Figure 1. Sequential cells grouped by signal name.
Other sequential cells in the stronger grey, the rest of the logic in the fainter grey.
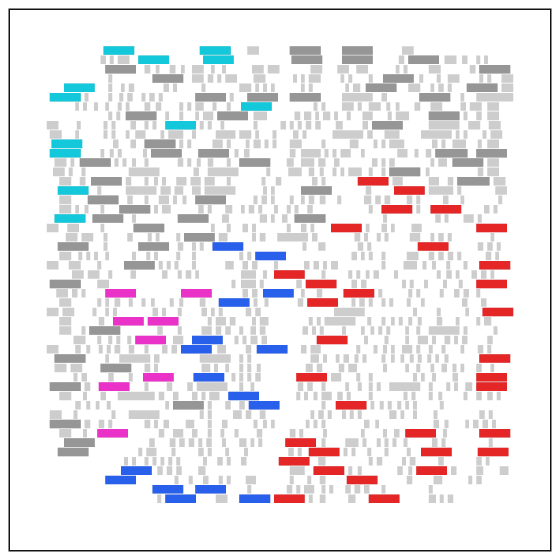
Figure 2. Placement view.
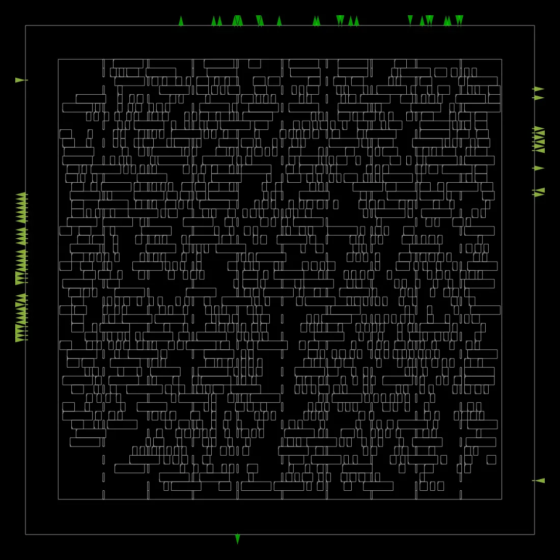
Design ez8_prog_loader, sky130hd; sources not shown.
==> impl_metrics.csv <==
group,metric,value,unit
layout,largest_register_ffs,32,
critical_path,rr_worst_depth,7,
placed_design,dpl-instance-area,7427,um2
clock_network,cells_resized_by_post_cts_repair,0,
power_and_ir_drop,power.total,3.855,mW
logic_synthesis,synthDistinctLibCells,38,
placed_design,placement.setup.worst_slack,2.482,ns
layout,final_layout_top_logic_cells,"nand2_1 (289), nor2_1 (119), dfrtp_1 (117)",
die,coreArea,18640,um2
grt,grt_pass1_vias,6664,
route,detailroute.via_count,6105,
final_timing,finalSetupViolCount,0,
route,drt-total-wl,20.48,mm
route,drt-vias-per-instance,5.041,
logic_synthesis,synth-warning-count,0,
run_status,run_status,"complete, no violations",
route,post_drt_wl_per_cell,16.91,um
final_timing,max_slew_violation_count,0,
clock_network,worst_skew_pair.late_latency,0.42,ns
critical_path,critPathCaptureType,"flip-flop",
clock_network,cts_buffer_depth,2,
placed_design,placedCellCount,1179,
grt,met2_usage,29.62,%
final_timing,fmax_achieved,319.1,MHz
die,chip_area,24750,um2
layout,number_of_diodes_added_for_antenna_fixing,0,
grt,grt_use_met1,20.99,%
worst_hold_path,hold_path_class,"input port to async pin",
logic_synthesis,number_of_nets_at_floorplan,931,
logic_synthesis,area_reported_by_yosys_stat,6600,um2
placed_design,port-buffer-count,66,
clock_network,htree_levels,4,
logic_synthesis,synth.comb.largest_family,"simple AND/OR/NAND/NOR gates",
final_timing,setup-tns-final,0,ns
logic_synthesis,fa_ha_area_share,1.137,%
grt,grt_max_degree,69,
critical_path,timing.reg2reg.setup_slack,2.54,ns
clock_network,tritoncts.num_buffers,17,
grt,grt_pass1_wl,34.77,mm
logic_synthesis,syn-instance-count,902,
layout,final_cells,1211,
route,drt-pass1-iter-count,4,
power_and_ir_drop,cellPowerDensity,481.4,nW/um2
layout,lay_top_count,"nand2_1",
power_and_ir_drop,peakVddDrop,0.2473,mV
placed_design,dp.final_hpwl,14.95,mm
-- Figure 1 (at the start) --
Key: `u_rx.hi_q` = magenta [sequential cells 8, where left middle]; `to_cnt` = red [sequential cells 32]; `remaining` = blue [sequential cells 16]; `instr_writeaddr` = cyan [sequential cells 12, where top left]
Another 51 sequential cells are not coloured.
flip-flop and latch power: 1.26 mW
total area of sequential cells: 2980 um2
sequential portion of the cell area: 37.22%
final core utilization: 42.95%

-- Figure 2 (at the start) --
final-layout fill cell count: 2313
Site Rows: 50
Seq cells: 119

[where the power goes]
part,switching [mW],internal [mW]
sequential,0.188,1.07
combinational,1.07,0.451
clock,0.427,0.649
[worst max-delay path: stages (launching register included)]
cell and delay (ns):
dfrtp_1 0.61, nand2_2 0.42, inv_2 0.45, nand2_2 0.56
a21oi_4 0.42, nand3_1 0.17, o21ai_0 0.20, nor2_1 0.07
[layer usage]
metal / vias up / share of wire [%]
met3: 19 / 4.5
met4: 0 / 1.5
li1: 3007 / -
met5: - / 0
met1: 2993 / 44
met2: 86 / 50
[cell usage after synthesis, drive strengths merged]
cell type / n / area share [%]
nor3: 9 / 0.76
nor2: 128 / 8.0
a22oi: 2 / 0.23
dfstp: 2 / 0.80
a21o: 3 / 0.34
clkbuf: 11 / 0.63
a31oi: 1 / 0.095
xnor2: 3 / 0.40
buf: 15 / 1.7
xor2: 15 / 2.0
o211ai: 2 / 0.23
o21bai: 1 / 0.11
nand2: 296 / 17
o21ai: 94 / 7.5
ha: 6 / 1.1
inv: 74 / 4.2
a21oi: 21 / 1.8
or2: 11 / 1.0
nand4: 4 / 0.38
dfrtp: 117 / 44
o31ai: 3 / 0.34
nand3: 83 / 6.4
o22ai: 1 / 0.095
[area by class of cell]
class	count	area, um2
well taps	234	292.8
fillers	2313	10640
repair buffers	69	680.7
multi-input cells	683	3196
flip-flops and latches	119	2980
clock buffers	17	425.4
clock inverters	15	155.1
inverters	74	277.8
[cell families after synthesis]
group                    count (synthesis)
adder cells (fa/ha/maj)                  6
AND-OR/OR-AND                          128
AND/OR/NAND/NOR                        531
buffers and inverters                  100
XOR/XNOR                                18
flip-flops                             119
Power is estimated from default activity; no workload was simulated.
